===== src/rtl/proc_pkg.sv =====
// rtl/proc_pkg.sv - shared processor datapath widths
package proc_pkg;

    localparam int DATA_W   = 16;
    localparam int ADDR_W   = 3;
    localparam int NUM_REGS = 2 ** ADDR_W;

endpackage


===== src/rtl/reg_scoreboard.sv =====
// rtl/reg_scoreboard.sv - pending-write reservation vector
module reg_scoreboard #(
    parameter int ADDR_W   = proc_pkg::ADDR_W,
    parameter int NUM_REGS = 2 ** ADDR_W
) (
    input  logic                clk,
    input  logic                rst,
    input  logic                issue_en,
    input  logic [ADDR_W-1:0]   issue_addr,
    input  logic                wr_en,
    input  logic [ADDR_W-1:0]   wr_addr,
    output logic [NUM_REGS-1:0] pending_next
);

    logic [NUM_REGS-1:0] pending;

    // Clear on write-back, then set on issue so a same-cycle reservation survives; R0 never pends
    always_comb begin
        pending_next = pending;
        if (wr_en) begin
            pending_next[wr_addr] = 1'b0;
        end
        if (issue_en) begin
            pending_next[issue_addr] = 1'b1;
        end
        pending_next[0] = 1'b0;
    end

    // Pending vector register
    always_ff @(posedge clk) begin
        if (rst) begin
            pending <= '0;
        end else begin
            pending <= pending_next;
        end
    end

endmodule


===== src/rtl/reg_file_8x16.sv =====
// rtl/reg_file_8x16.sv - 2-read 1-write register file with write bypass and busy scoreboard
module reg_file_8x16 #(
    parameter int DATA_W = proc_pkg::DATA_W,
    parameter int ADDR_W = proc_pkg::ADDR_W
) (
    input  logic              clk,
    input  logic              rst,
    input  logic              rd_en,
    input  logic [ADDR_W-1:0] rd_addr_a,
    input  logic [ADDR_W-1:0] rd_addr_b,
    input  logic              wr_en,
    input  logic [ADDR_W-1:0] wr_addr,
    input  logic [DATA_W-1:0] wr_data,
    input  logic              issue_en,
    input  logic [ADDR_W-1:0] issue_addr,
    output logic [DATA_W-1:0] val1,
    output logic [DATA_W-1:0] val2,
    output logic              rd_valid,
    output logic              busy_a,
    output logic              busy_b
);

    localparam int NUM_REGS = 2 ** ADDR_W;

    logic [DATA_W-1:0]   regs [NUM_REGS];
    logic [DATA_W-1:0]   rd_data_a;
    logic [DATA_W-1:0]   rd_data_b;
    logic [NUM_REGS-1:0] pending_next;

    reg_scoreboard #(
        .ADDR_W   (ADDR_W),
        .NUM_REGS (NUM_REGS)
    ) u_scoreboard (
        .clk          (clk),
        .rst          (rst),
        .issue_en     (issue_en),
        .issue_addr   (issue_addr),
        .wr_en        (wr_en),
        .wr_addr      (wr_addr),
        .pending_next (pending_next)
    );

    // Register storage; R0 is hardwired to zero so its slot is never written
    always_ff @(posedge clk) begin
        if (rst) begin
            for (int i = 0; i < NUM_REGS; i++) begin
                regs[i] <= '0;
            end
        end else if (wr_en && (wr_addr != '0)) begin
            regs[wr_addr] <= wr_data;
        end
    end

    // Read mux with same-cycle write bypass; R0 forced to zero last so bypass cannot override it
    always_comb begin
        rd_data_a = regs[rd_addr_a];
        rd_data_b = regs[rd_addr_b];
        if (wr_en && (wr_addr == rd_addr_a)) begin
            rd_data_a = wr_data;
        end
        if (wr_en && (wr_addr == rd_addr_b)) begin
            rd_data_b = wr_data;
        end
        if (rd_addr_a == '0) begin
            rd_data_a = '0;
        end
        if (rd_addr_b == '0) begin
            rd_data_b = '0;
        end
    end

    // Operand output registers; they hold their last result while no read is requested
    always_ff @(posedge clk) begin
        if (rst) begin
            val1     <= '0;
            val2     <= '0;
            rd_valid <= 1'b0;
            busy_a   <= 1'b0;
            busy_b   <= 1'b0;
        end else begin
            rd_valid <= rd_en;
            if (rd_en) begin
                val1   <= rd_data_a;
                val2   <= rd_data_b;
                busy_a <= pending_next[rd_addr_a];
                busy_b <= pending_next[rd_addr_b];
            end
        end
    end

endmodule

===== config.mk =====
export PLATFORM = sky130hd
export DESIGN_NAME = reg_file_8x16
export DESIGN_NICKNAME = d
export VERILOG_FILES = /design/src/rtl/proc_pkg.sv /design/src/rtl/reg_scoreboard.sv /design/src/rtl/reg_file_8x16.sv
export SDC_FILE = /design/constraint.sdc
export NUM_CORES = 1
export LEC_CHECK = 0
export ABC_CLOCK_PERIOD_IN_PS = 7700
export CAP_MARGIN = 30
export CELL_PAD_IN_SITES_DETAIL_PLACEMENT = 2
export CELL_PAD_IN_SITES_GLOBAL_PLACEMENT = 2
export CORE_MARGIN = 2
export CORE_UTILIZATION = 42
export DETAILED_ROUTE_END_ITERATION = 8
export PLACE_DENSITY_LB_ADDON = 0.1
export SLEW_MARGIN = 10
export SYNTH_ARGS = -nofsm -noshare
export SYNTH_HDL_FRONTEND = slang
export SYNTH_SLANG_ARGS = --single-unit

===== constraint.sdc =====
create_clock -name clk -period 7.7 [get_ports clk]
set_clock_uncertainty 0.05 [all_clocks]
set_input_delay 1.925 -clock clk [delete_from_list [all_inputs] [get_ports clk]]
set_output_delay 1.925 -clock clk [all_outputs]
set_load 0.01 [all_outputs]

run_1/clock_map.png
Drawn at 2 px/um.
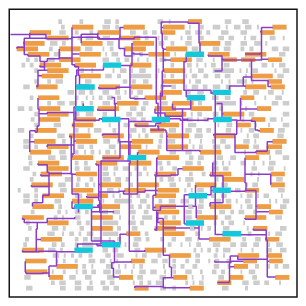
flip-flops -> orange  # count 154
cells driving clock nets -> cyan  # count 17
clock wires -> purple  # length 2260 um
flops lie = spread over the die

run_1/final_congestion.png
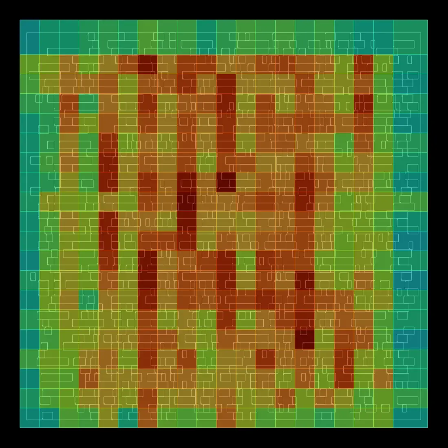
drt wl/cell: 29.4 um
met3 usage: 0.0755
met2 Usage GRT: 0.488

==> GITHUB_STEP_SUMMARY, run 1 <==
### Flow metrics

| Metric | Value |
|---|---|
| Result of the run | `completed` |
| Highest metal layer with signal wires | `met4` |
| Utilization after layout | `0.505` |
| Number of DRC violations after detailed-routing iteration 0 | `697` |
| Number of global-route vias before repair | `between 6000 and 7000` |
| Remaining global-route overflow | `0` |
| Comb power frac | `0.141` |
| Async S/R FF share, synth | `0` |
| Worst IR drop on VDD | `0.181 mV` |
| Clock-pin slew on the worst setup and hold paths | `about 70 ps` |
| Port bufs | `approximately 67` |
| Initial antenna violation count | `1` |
| Clock Root Buffer | `sky130_fd_sc_hd__clkbuf_16` |
| Deepest level of the CTS H-tree | `4` |
| RSZ-0062 raised after global routing | `no` |
| Wire length of the first global-routing pass | `45.2 mm` |
| CP Launch Type | `primary input` |
| Maximum fanout encountered on the critical timing path | `20` |
| CTS tree | `yes` |
| Data required time at the worst endpoint | `7980 ps` |
| Number of buffers inserted to repair setup after CTS | `0` |
| Endpoint of the worst-slack reg-to-reg timing path | `val2[14]` |
| Post-cts hold buffer count | `0` |
| Netlist Area Pre-Place | `8140 um2` |
| # Cells Yosys | `725` |
| Summed standard-cell area reported by yosys | `8140 um2` |
| Number of nets with antenna violations after routing | `0` |
| Number of detailed-route iterations in the first pass | `7` |
| Internal cell power | `~1.6 mW` |
| Hold WC Path Type | `flip-flop to flip-flop` |
| DRC errors left | `0` |
| Net switching power | `approximately 600 uW` |
| Flop and latch count out of synthesis | `154` |
| Number of nets at floorplan | `758` |
| Sw Share | `0.281` |
| Worst reg2reg path startpoint | `regs[6][14]` |
| Total power draw | `between 2 and 2.5 mW` |
| Placeable core region | `18800 um2` |
| DPL Wire Length | `19.5 mm` |
| Post-Route WL | `just over 30 mm` |
| Met1 track demand over resource | `0.414` |
| Final critical-path required period | `4480 ps` |
| Number of buffers inserted during clock tree synthesis | `17` |
| Max Clk Rate | `0.223 GHz` |
| Die footprint | `20500 um2` |
| Mean post-synth cell area | `11.2 um2` |
| Largest net degree at the start of global routing | `66` |
| Category of the most critical setup path | `primary input to flip-flop` |
| Final setup fails | `0` |
| WHS Path Cells | `2` |
| Clock group share of total power | `0.413` |
| Start point of the critical path | `rd_addr_b[1]` |
| Die y size | `143 um` |
| Leakage | `3.46 nW` |
| Power of the sequential group | `983 uW` |
| Initial standard-cell utilization of the core | `0.432` |
| Unique cell type count in the Yosys netlist | `roughly 54` |
| Sequential power share | `0.446` |
| Buffer depth of the longest clock path | `2` |
| CP endpoint kind | `flip-flop` |
| Final Hold Fails | `0` |
| TritonCTS sink count | `~150` |
| Top Ports | `68` |
| Number of maximum-capacitance violations | `0` |
| Global router's overall resource usage | `0.305` |
| Endpoint of the most critical setup path | `val2[7]` |
| Ys Warns | `0` |
| Syn Inst Count | `~730` |
| Post-synth EDFFs | `roughly 110` |
| Routed via count | `6541` |
| Global-route layer with the greatest usage | `met2` |
| Worst min-delay path startpoint | `val1[10]` |
| Per-cell via count in the routed design | `between 6 and 7` |
| Clock distribution power | `approximately 910 uW` |
| Filler cell count | `1864` |
| Post-cts repair resize count | `0` |
| Detailed-routing wirelength on met1 | `13.3 mm` |
| Main synth FF type | `sky130_fd_sc_hd__edfxtp_1` |
| Routed length on met2 | `~14 mm` |
| Worst hold endpoint | `val1[10]` |
| Final cycle utilization of the critical path | `0.582` |
| Ratio of cells with drive above 1 in the final layout | `0.132` |
| R2r setup slk | `5990 ps` |
| Total power density per cell area | `about 230 nW/um2` |
| Arrival time of the worst setup path | `approximately 4800 ps` |
| Wire length on met3 | `2.64 mm` |
| Weighted congestion reported at the end of routability-driven placement | `around 0.88` |
| Summed negative setup slack over all endpoints | `0 ps` |
| Horizontal extent of the die | `roughly 140 um` |
| Worst max-slew margin expressed relative to the limit | `0.331` |
| Area growth from synthesis to final layout | `16.9%` |
| Number of pins with negative max-slew slack in the final report | `0` |
| Tool Warnings | `26` |
| Actual slew at the worst max-slew pin | `roughly 1000 ps` |
| Nets | `about 800` |
| Biggest consumer | `registers` |
| Depth of the worst register-to-register path | `4` |
| Clock latency on the worst-skew pair | `440 ps` |
| Power attributed to combinational cells | `310 uW` |
| Std cell rows | `50` |
| Part of the Yosys area used for sequential elements | `0.517` |
run_1/registers.png
Drawn at 2 px/um. Other sequential cells in the stronger gray, the rest of the logic in the fainter gray.
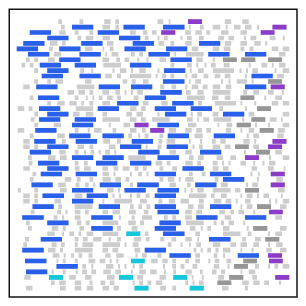
`u_scoreboard.pending` -> cyan  # flops 7, where bottom middle
`val2` -> purple  # flops 16
`regs` -> blue  # flops 112, where spread over the die
not colored = 19

run 1: layout by cell type, fill, tap and decap left out, types with 6 or more instances in the layout:
cell,netlist,final
sky130_fd_sc_hd__buf_4,5,15
sky130_fd_sc_hd__dfxtp_1,42,42
sky130_fd_sc_hd__clkdlybuf4s50_1,0,64
sky130_fd_sc_hd__o221a_2,13,13
sky130_fd_sc_hd__nand2_1,61,61
sky130_fd_sc_hd__o221ai_1,30,30
sky130_fd_sc_hd__nor2_1,72,71
sky130_fd_sc_hd__and2_1,112,112
sky130_fd_sc_hd__a311oi_1,29,29
sky130_fd_sc_hd__clkbuf_16,0,18
sky130_fd_sc_hd__o211a_1,16,16
sky130_fd_sc_hd__nor3_1,6,6
sky130_fd_sc_hd__mux2i_1,46,46
sky130_fd_sc_hd__edfxtp_1,112,112
sky130_fd_sc_hd__nand2b_1,7,7
sky130_fd_sc_hd__a211oi_1,27,27
sky130_fd_sc_hd__a211oi_2,6,6
sky130_fd_sc_hd__o22ai_1,7,7
sky130_fd_sc_hd__mux2_2,16,16
run 1: cell type report:
type | count | area [um2] | area share
Inverter | 5 | 18.8 | 0.00197
Multi-Input combinational cell | 505 | 3540 | 0.372
Clock inverter | 15 | 190 | 0.0200
Clock buffer | 17 | 425 | 0.0447
Timing Repair Buffer | 84 | 808 | 0.0850
Sequential cell | 154 | 4200 | 0.442
Tap cell | 260 | 325 | 0.0342
Antenna cell | 1 | 2.50 | 0.000263
run 1: registers in the layout (all words and copies together), names as in the netlist:
| register | count |
|---|---|
| val1 | 16 |
| rd_valid | 1 |
| busy_a | 1 |
| u_scoreboard.pending | 7 |
| busy_b | 1 |
| regs | 112 |
| val2 | 16 |
run 1: metrics by stage:
step           hold slack [ps]  cells  area [um2]  setup slack (ps)
2_1_floorplan              410    725        8140              3820
3_3_place_gp               409   1006        8850              3050
3_5_place_dp               429   1006        8850              2920
4_1_cts                    441   1038        9470              3290
5_1_grt                    467   1040        9510              3050
6_report                   436   1041        9510              3220
run 1: critical path, stage by stage:
cell	delay, ps
sky130_fd_sc_hd__buf_2	560
sky130_fd_sc_hd__buf_4	440
sky130_fd_sc_hd__xnor2_1	210
sky130_fd_sc_hd__nand4_1	200
sky130_fd_sc_hd__nor2_2	820
sky130_fd_sc_hd__nand2_1	220
sky130_fd_sc_hd__a311oi_1	360
run 1: Yosys cell counts, types with 26 or more instances:
library cell / n / area (um2)
sky130_fd_sc_hd__o221ai_1: 30 / 263
sky130_fd_sc_hd__nand2_1: 61 / 229
sky130_fd_sc_hd__mux2i_1: 46 / 460
sky130_fd_sc_hd__dfxtp_1: 42 / 841
sky130_fd_sc_hd__nor2_1: 72 / 270
sky130_fd_sc_hd__edfxtp_1: 112 / 3360
sky130_fd_sc_hd__a211oi_1: 27 / 203
sky130_fd_sc_hd__and2_1: 112 / 701
sky130_fd_sc_hd__a311oi_1: 29 / 254
sky130_fd_sc_hd__clkbuf_1: 26 / 97.6
run 1: logic make-up after synthesis:
group,after synthesis,synth area share
XOR/XNOR,6,0.00738
AND-OR/OR-AND,151,0.161
flip-flops,154,0.517
buffers and inverters,66,0.0486
multiplexers,64,0.0843
AND/OR/NAND/NOR,284,0.182
run_1/metal_stack.png
Drawn at 2 px/um.
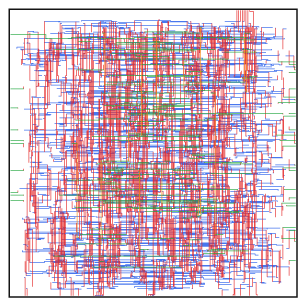

==> run 2: changes to the inputs <==
--- a/config.mk
+++ b/config.mk
@@ -5,12 +5,12 @@
 export SDC_FILE = /design/constraint.sdc
 export NUM_CORES = 1
 export LEC_CHECK = 0
-export ABC_CLOCK_PERIOD_IN_PS = 7700
+export ABC_CLOCK_PERIOD_IN_PS = 4650
 export CAP_MARGIN = 30
 export CELL_PAD_IN_SITES_DETAIL_PLACEMENT = 2
 export CELL_PAD_IN_SITES_GLOBAL_PLACEMENT = 2
 export CORE_MARGIN = 2
-export CORE_UTILIZATION = 42
+export CORE_UTILIZATION = 39
 export DETAILED_ROUTE_END_ITERATION = 8
 export PLACE_DENSITY_LB_ADDON = 0.1
 export SLEW_MARGIN = 10
==> constraint.sdc (replaced) <==
create_clock -name clk -period 4.65 [get_ports clk]
set_clock_uncertainty 0.05 [all_clocks]
set_input_delay 1.1625 -clock clk [delete_from_list [all_inputs] [get_ports clk]]
set_output_delay 1.1625 -clock clk [all_outputs]
set_load 0.01 [all_outputs]
run_2/metal_stack.png
Drawn at 2 px/um.
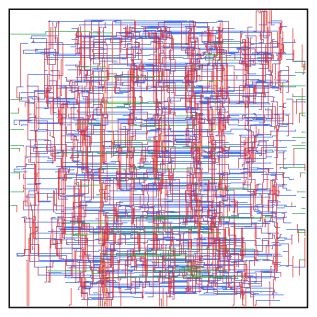
met3 -> green  # wire length 1310 um
met1 -> blue  # wire length 13500 um
met2 -> red  # wire length 11200 um
met4 -> orange  # wire length 259 um

run_2/final_congestion.png
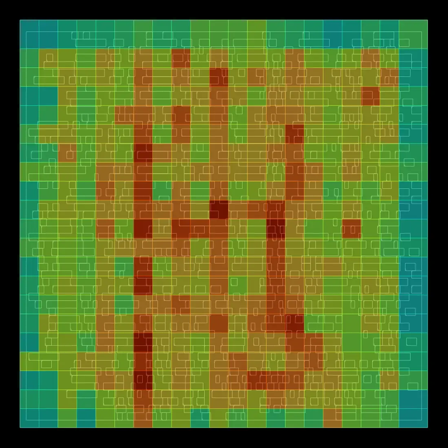
global router's overall resource usage: 0.246
met1 track demand over resource: 0.378
met3 usage: 0.0485
global-route layer with the greatest usage: met1

run_2/clock_map.png
Drawn at 2 px/um.
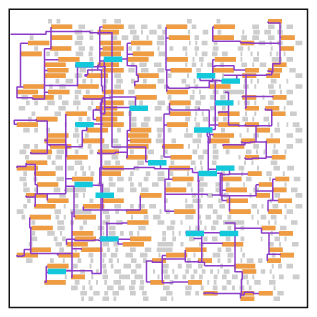
cells driving clock nets -> cyan  # count 17
flip-flops -> orange  # count 154
clock wires -> purple  # length 2180 um
routed clock nets = 18
flops lie = spread over the die

==> run 2 against run 1 <==
Wire length is 14% lower. Core utilization fell by 3.7 points. Flip-flop count unchanged. Total power grew 64%. Worst setup slack worse by 1800 ps. Register-to-register slack got worse by 3000 ps. First-iteration DRC count shrank 35%. Synthesized cell count did not move. Largest cell class unchanged. Largest power group unchanged. Highest routed layer unchanged.
==> GITHUB_STEP_SUMMARY, run 2 <==
### Flow metrics

| Metric | Value |
|---|---|
| Result of the run | `completed` |
| Cell with the largest stage delay on the worst path | `sky130_fd_sc_hd__clkdlybuf4s50_1` |
| Clock latency on the worst-skew pair | `440 ps (about the same)` |
| Register name with the most flops | `regs` |
| Post-Synth Adder-Cell Area | `0 (unchanged)` |
| Cell type with the largest total area after synthesis | `sky130_fd_sc_hd__edfxtp_1` |
| Post-cts hold buffer count | `0 (unchanged)` |
| Yosys simple share | `0.182 (unchanged)` |
| Post-synth EDFFs | `112 (unchanged)` |
| CP endpoint kind | `flip-flop` |
| Maximum fanout encountered on the critical timing path | `15 (-25%)` |
| Number of nets with antenna violations after routing | `0 (unchanged)` |
| Number of cells after detailed placement | `1019 (+1.3%)` |
| Top Ports | `68 (unchanged)` |
| Number of detailed-route iterations in the first pass | `5 (-2)` |
| Async S/R FF share, synth | `0 (unchanged)` |
| Unique cell type count in the Yosys netlist | `54 (unchanged)` |
| Total power density per cell area | `379 nW/um2 (+64%)` |
| Share of the synthesized area in the top cell type | `0.413 (unchanged)` |
| Port bufs | `67 (unchanged)` |
| Largest net degree at the start of global routing | `65 (-1.5%)` |
| Final Hold Fails | `0 (unchanged)` |
| Start point of the critical path | `rd_addr_b[0]` |
| Routed via count | `6166 (-5.7%)` |
| CP Launch Type | `primary input` |
| Worst min-delay path startpoint | `val1[14]` |
| Clock Root Buffer | `sky130_fd_sc_hd__clkbuf_16` |
| Final critical-path required period | `between 3000 and 4000 ps` |
| DRC errors left | `0 (unchanged)` |
| Number of nets at floorplan | `758 (unchanged)` |
| Syn Inst Count | `725 (unchanged)` |
| TritonCTS sink count | `154 (unchanged)` |
| Die footprint | `22000 um2 (+7.5%)` |
| Multiplexer share of the synthesized area | `0.0843 (unchanged)` |
| Number of flip-flops in the largest register | `112 (unchanged)` |
| Wire length of the first global-routing pass | `40.4 mm (-11%)` |
| Nets | `804 (+0.50%)` |
| Deepest level of the CTS H-tree | `4 (unchanged)` |
| DPL Wire Length | `19.2 mm (-1.7%)` |
| Tool Warnings | `26 (unchanged)` |
| Top logic cell family in the synthesized netlist | `simple AND/OR/NAND/NOR gates` |
| Main synth FF type | `sky130_fd_sc_hd__edfxtp_1` |
| Part of the Yosys area used for sequential elements | `0.517 (unchanged)` |
| Number of buffers inserted during clock tree synthesis | `17 (unchanged)` |
| Placeable core region | `20400 um2 (+8.1%)` |
| Number of global-route vias before repair | `6358 (-8.9%)` |
| Actual slew at the worst max-slew pin | `760 ps (-243 ps)` |
| Worst reg2reg path startpoint | `regs[5][14]` |
| Drt wl/cell | `24.9 um (-15%)` |
| Remaining global-route overflow | `0 (unchanged)` |
| Data required time at the worst endpoint | `4930 ps (-3050 ps)` |
| Peak per-stage delay on the critical path | `770 ps (-50 ps)` |
| RSZ-0062 raised after global routing | `no` |
| Summed standard-cell area reported by yosys | `8140 um2 (unchanged)` |
| Number of DRC violations after detailed-routing iteration 0 | `455 (-35%)` |
| Dominant logic cell types in the final layout | `112 x sky130_fd_sc_hd__and2_1, 112 x sky130_fd_sc_hd__edfxtp_1, 72 x sky130_fd_sc_hd__nor2_1` |
| Post-Route WL | `26.2 mm (-14%)` |
| Ratio of cells with drive above 1 in the final layout | `0.133 (+0.000771)` |
| Netlist Area Pre-Place | `8140 um2 (unchanged)` |
| Hold WC Path Type | `flip-flop to flip-flop` |
| Cell-by-cell trace of the critical path | `clkdlybuf4s50_1 > xnor2_1 > nand4_1 > nor2_2 > nand2_1 > a311oi_1` |
| Std cell rows | `52 (+4.0%)` |
| Die y size | `148 um (+3.7%)` |
| Post-route non-filler standard cell count | `1053 (+1.2%)` |
| Max Clk Rate | `around 0.31 GHz` |
| Mean post-synth cell area | `11.2 um2 (unchanged)` |
| Worst max-slew margin expressed relative to the limit | `0.492 (+0.161)` |
| Leakage | `3.47 nW (+0.34%)` |
| Clock-pin slew on the worst setup and hold paths | `70 ps (about the same)` |
| Utilization after layout | `0.468 (-0.0371)` |
| Flop and latch count out of synthesis | `154 (unchanged)` |
| Crit path max-delay family | `simple AND/OR/NAND/NOR gates` |
| Number of pins with negative max-slew slack in the final report | `0 (unchanged)` |
| Buffer depth of the longest clock path | `2 (unchanged)` |
| # Cells Yosys | `725 (unchanged)` |
| Weighted congestion reported at the end of routability-driven placement | `0.831 (-6.0%)` |
| XORs/XNORs by Area | `0.00738 (unchanged)` |
| Post-synth top cells | `112 x sky130_fd_sc_hd__and2_1, 112 x sky130_fd_sc_hd__edfxtp_1, 72 x sky130_fd_sc_hd__nor2_1` |
| Post-cts repair resize count | `0 (unchanged)` |
| Summed negative setup slack over all endpoints | `0 ps (unchanged)` |
| Synth Area in Compound Gates | `0.161 (unchanged)` |
| Final cycle utilization of the critical path | `0.699` |
| Initial antenna violation count | `0 (-1)` |
| Top cells by area in the synthesized netlist | `sky130_fd_sc_hd__edfxtp_1 41%, sky130_fd_sc_hd__dfxtp_1 10%, sky130_fd_sc_hd__and2_1 8.6%, sky130_fd_sc_hd__mux2i_1 5.7%, sky130_fd_sc_hd__nor2_1 3.3%` |
| Horizontal extent of the die | `148 um (+3.7%)` |
| Arrival time of the worst setup path | `3540 ps (-1220 ps)` |
| Final setup fails | `0 (unchanged)` |
| Initial standard-cell utilization of the core | `0.399 (-0.0325)` |
| Per-cell via count in the routed design | `5.86 (-6.8%)` |
| Number of buffers inserted to repair setup after CTS | `0 (unchanged)` |
| Category of the most critical setup path | `primary input to flip-flop` |
| CTS tree | `yes` |
| Area growth from synthesis to final layout | `17.2%` |
| Count of buffer and inverter cells on the critical path | `1 (-1)` |
| Worst IR drop on VDD | `0.269 mV (+49%)` |
| Biggest regs | `regs (112), val1 (16), val2 (16)` |
| Number of maximum-capacitance violations | `0 (unchanged)` |
| Ys Warns | `0 (unchanged)` |
| Ant diodes | `0 (-1)` |
run 2: netlist changes by cell type in the layout (fill, tap and decap cells not counted), sizes merged:
cell	before	now
buf	19	24
inv	11	7
bufinv	3	4
clkinv	3	4
diode	1	0
run 2: final timing paths:
path | cells after the start | to | slack (ps)
setup / recovery | 6 | val2[10] | 1400
hold / removal | 2 | val1[14] | 430
setup reg to reg | 4 | val2[14] | 3040
hold reg to reg | 2 | val1[14] | 430
run 2: cells by family (layout without fill, tap and decap cells):
| kind of cell | count (synthesis) | count (layout) |
|---|---|---|
| AOI/OAI and AO/OA | 151 | 151 |
| xor gates and xnor gates | 6 | 6 |
| buffers and inverters | 66 | 124 |
| DFF | 154 | 154 |
| muxes | 64 | 64 |
| and+or+nand+nor | 284 | 284 |
run 2: stage by stage:
stage	hold WS [ps]	area [um2]	worst slack, ps	total power, mW
final	428	9530	1400	3.62
after CTS	436	9510	1390	3.63
after detailed placement	427	8890	944	2.13
after global routing	464	9530	1210	3.73
after floorplan	410	8140	1540	1.92
after global placement	413	8890	1080	2.11
run 2: cell type report:
type / count / area [um2]
fillers: 2050 / 10800
flip-flops and latches: 154 / 4200
multi-input cells: 505 / 3540
repair buffers: 88 / 813
clock buffers: 18 / 429
well taps: 270 / 338
clock inverters: 13 / 194
inverters: 5 / 18.8
run 2: report_power, final:
part / switching, mW / leakage (nW) / total [mW] / internal (mW)
clock network: 0.599 / 0.294 / 1.50 / 0.902
registers: 0.0537 / 1.43 / 1.62 / 1.57
logic: 0.297 / 1.75 / 0.493 / 0.196
run 2: tightest hold or removal path, delay by kind of cell, from the launching register on:
family,cells,cell delay [ps]
simple gates,1,60
compound gates,1,60
flops,1,320
run 2: layer usage:
layer  track usage  part of all wire  vias to the layer above
li1              -                 -                     2814
met1         0.378              0.51                     3167
met2         0.359              0.43                      164
met3        0.0485             0.050                       21
met4        0.0529            0.0098                        0
met5             0                 0                        -
run_2/met3.png
Drawn at 2 px/um.
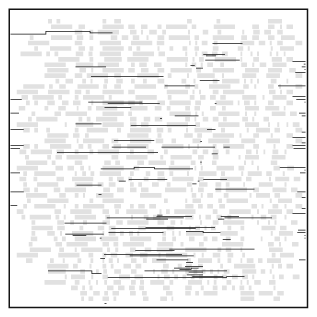

==> run 3: changes to the inputs <==
--- a/config.mk
+++ b/config.mk
@@ -5,12 +5,12 @@
 export SDC_FILE = /design/constraint.sdc
 export NUM_CORES = 1
 export LEC_CHECK = 0
-export ABC_CLOCK_PERIOD_IN_PS = 4650
+export ABC_CLOCK_PERIOD_IN_PS = 2900
 export CAP_MARGIN = 30
 export CELL_PAD_IN_SITES_DETAIL_PLACEMENT = 2
 export CELL_PAD_IN_SITES_GLOBAL_PLACEMENT = 2
 export CORE_MARGIN = 2
-export CORE_UTILIZATION = 39
+export CORE_UTILIZATION = 35
 export DETAILED_ROUTE_END_ITERATION = 8
 export PLACE_DENSITY_LB_ADDON = 0.1
 export SLEW_MARGIN = 10
==> constraint.sdc (replaced) <==
create_clock -name clk -period 2.9 [get_ports clk]
set_clock_uncertainty 0.05 [all_clocks]
set_input_delay 0.725 -clock clk [delete_from_list [all_inputs] [get_ports clk]]
set_output_delay 0.725 -clock clk [all_outputs]
set_load 0.01 [all_outputs]
run_3/met3.png
Drawn at 2 px/um.
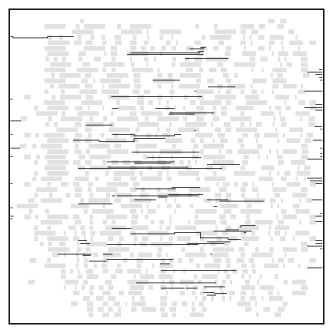
share of all routed wire = 4.6%
wire length on this layer = 1240 um
longest straight run = 71.8 um
nets with wire on the layer = 80
main direction = horizontal

run_3/final_congestion.png
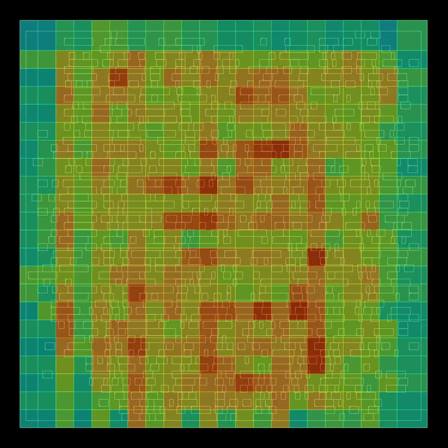
met1 track demand over resource: 0.362
met2 Usage GRT: 0.323
global router's overall resource usage: 0.227
drt wl/cell: 24.8 um
met3 usage: 0.0390

run_3/clock_map.png
Drawn at 2 px/um.
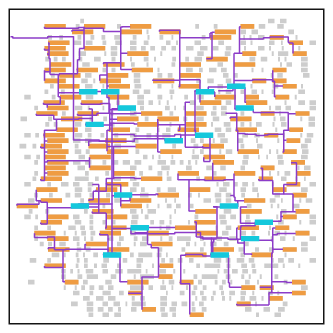
cells driving clock nets -> cyan  # count 17
flip-flops -> orange  # count 154
clock wires -> purple  # length 2260 um
routed clock nets = 18
flops lie = spread over the die

==> run 3 against run 2 <==
Combinational power rose by 71%. Area after synthesis stayed put. Register-to-register slack got worse by 1800 ps. Count of clock-buffer cells in the layout unchanged. Flip-flop count stayed put. Worst setup slack got worse by 1000 ps. Cell area rose by 2.1%. Critical endpoint is now val1[10].
==> GITHUB_STEP_SUMMARY, run 3 <==
### Flow metrics

| Metric | Value |
|---|---|
| Result of the run | `completed` |
| Ys Warns | `0 (unchanged)` |
| # Cells Yosys | `725 (unchanged)` |
| Number of pins with negative max-slew slack in the final report | `0 (unchanged)` |
| Number of buffers inserted to repair setup after CTS | `0 (unchanged)` |
| Async S/R FF share, synth | `0 (unchanged)` |
| Clock latency on the worst-skew pair | `430 ps (about the same)` |
| Post-cts hold buffer count | `0 (unchanged)` |
| Worst max-slew margin expressed relative to the limit | `0.442 (-0.0497)` |
| CTS tree | `yes` |
| Flop and latch count out of synthesis | `154 (unchanged)` |
| Total power density per cell area | `570 nW/um2 (+50%)` |
| Post-synth top cells | `112 x sky130_fd_sc_hd__and2_1, 112 x sky130_fd_sc_hd__edfxtp_1, 72 x sky130_fd_sc_hd__nor2_1` |
| Final Hold Fails | `0 (unchanged)` |
| Hold WC Path Type | `flip-flop to flip-flop` |
| Largest net degree at the start of global routing | `65 (unchanged)` |
| Area growth from synthesis to final layout | `19.7%` |
| Initial antenna violation count | `0 (unchanged)` |
| Worst hold slack across all endpoints | `438 ps (+10.4 ps)` |
| Top Ports | `68 (unchanged)` |
| Deepest level of the CTS H-tree | `4 (unchanged)` |
| Mean post-synth cell area | `11.2 um2 (unchanged)` |
| Nets | `826 (+2.7%)` |
| Horizontal extent of the die | `156 um (+5.4%)` |
| Final setup fails | `0 (unchanged)` |
| TritonCTS sink count | `154 (unchanged)` |
| Post-route non-filler standard cell count | `1091 (+3.6%)` |
| Worst path setup slack after routing | `369 ps (-1030 ps)` |
| Number of nets with antenna violations after routing | `0 (unchanged)` |
| Ratio of cells with drive above 1 in the final layout | `0.156 (+0.0235)` |
| Data required time at the worst endpoint | `3190 ps (-1740 ps)` |
| DPL Wire Length | `19.9 mm (+4.0%)` |
| Port bufs | `67 (unchanged)` |
| Post-synth EDFFs | `112 (unchanged)` |
| Per-cell via count in the routed design | `5.74 (-2.0%)` |
| Register name with the most flops | `regs` |
| Weighted congestion reported at the end of routability-driven placement | `0.823 (-1.0%)` |
| Footprint of the multi-input gates | `3540 um2 (unchanged)` |
| Maximum fanout encountered on the critical timing path | `19 (+4)` |
| Main synth FF type | `sky130_fd_sc_hd__edfxtp_1` |
| Arrival time of the worst setup path | `2820 ps (-720 ps)` |
| Tool Warnings | `26 (unchanged)` |
| Share of the synthesized area in the top cell type | `0.413 (unchanged)` |
| Buffer depth of the longest clock path | `2 (unchanged)` |
| Syn Inst Count | `725 (unchanged)` |
| Number of flip-flops in the largest register | `112 (unchanged)` |
| FF+latch area | `4200 um2 (unchanged)` |
| Die y size | `156 um (+5.4%)` |
| Cell type with the largest total area after synthesis | `sky130_fd_sc_hd__edfxtp_1` |
| Biggest regs | `regs (112), val1 (16), val2 (16)` |
| Number of cells after detailed placement | `1058 (+3.8%)` |
| Dominant logic cell types in the final layout | `112 x sky130_fd_sc_hd__and2_1, 112 x sky130_fd_sc_hd__edfxtp_1, 72 x sky130_fd_sc_hd__nor2_1` |
| Netlist Area Pre-Place | `8140 um2 (unchanged)` |
| Unique cell type count in the Yosys netlist | `54 (unchanged)` |
| Part of the Yosys area used for sequential elements | `0.517 (unchanged)` |
| Number of global-route vias before repair | `6483 (+2.0%)` |
| Number of nets at floorplan | `758 (unchanged)` |
| CP endpoint kind | `flip-flop` |
| Filler cell count | `2339 (+14%)` |
| RSZ-0062 raised after global routing | `no` |
| CP Launch Type | `primary input` |
| Leakage | `3.57 nW (+2.9%)` |
| Number of detailed-route iterations in the first pass | `6 (+1)` |
| Worst min-delay path startpoint | `val1[14]` |
| Wire length of the first global-routing pass | `41.4 mm (+2.6%)` |
| Std cell rows | `55 (+5.8%)` |
| Max Clk Rate | `about 0.40 GHz` |
| Ant diodes | `0 (unchanged)` |
| DRC errors left | `0 (unchanged)` |
| Actual slew at the worst max-slew pin | `833 ps (+73.4 ps)` |
[run 3: cell types whose count changed in the layout (fill, tap and decap cells not counted)]
cell / delta
sky130_fd_sc_hd__clkinv_4: -1
sky130_fd_sc_hd__clkinv_1: +1
sky130_fd_sc_hd__clkinvlp_4: +1
sky130_fd_sc_hd__buf_4: +14
sky130_fd_sc_hd__buf_12: +8
sky130_fd_sc_hd__bufinv_16: -4
sky130_fd_sc_hd__inv_6: +4
[run 3: layout make-up]
| cell class | count | area share |
|---|---|---|
| sequential | 154 | 0.432 |
| timing repair buffer | 110 | 0.111 |
| inverter | 5 | 0.00193 |
| tap | 285 | 0.0366 |
| multi-input combinational | 505 | 0.363 |
| clock inverter | 14 | 0.0114 |
| clock buffer | 18 | 0.0441 |
[run 3: logic make-up (layout without fill, tap and decap cells)]
logic type,Yosys count,in the layout,synth area share
AND/OR/NAND/NOR,284,284,0.182
flip-flops,154,154,0.517
AND-OR/OR-AND,151,151,0.161
buffers and inverters,66,147,0.0486
multiplexers,64,64,0.0843
XOR/XNOR,6,6,0.00738
[run 3: final timing paths]
kind,to,slack (ps),cells after the start
worst max-delay path,val1[10],370,7
worst min-delay path,val1[14],440,2
worst max register to register,val2[14],1270,4
worst min register to register,val1[14],440,2
[run 3: per-stage QoR]
step / instance area [um2] / setup TNS [ps] / total power, mW
after detailed placement: 9190 / -576 / 3.47
after global placement: 9190 / 0 / 3.43
after global routing: 9730 / 0 / 5.75
after floorplan: 8140 / 0 / 3.07
after CTS: 9730 / 0 / 5.59
final: 9730 / 0 / 5.55
[run 3: layer usage]
| layer | up-vias | GRT usage | routed length, um |
|---|---|---|---|
| met5 | - | 0 | 0 |
| met4 | 0 | 0.0384 | 167 |
| met3 | 15 | 0.0390 | 1240 |
| met2 | 153 | 0.323 | 11100 |
| met1 | 3224 | 0.362 | 14500 |
| li1 | 2866 | - | - |
[run 3: worst max-delay path, cell delays in order]
cell and delay, ps:
sky130_fd_sc_hd__clkdlybuf4s50_1 600, sky130_fd_sc_hd__or2b_2 280, sky130_fd_sc_hd__buf_12 190, sky130_fd_sc_hd__nor2_1 50
sky130_fd_sc_hd__a211oi_1 370, sky130_fd_sc_hd__o221ai_1 270, sky130_fd_sc_hd__a311oi_1 310
[run 3: report_power, final]
part | internal (mW) | switching [mW]
Combinational | 0.349 | 0.492
Sequential | 2.51 | 0.0844
Clock | 1.11 | 0.999
Power and IR drop assume default switching activity.
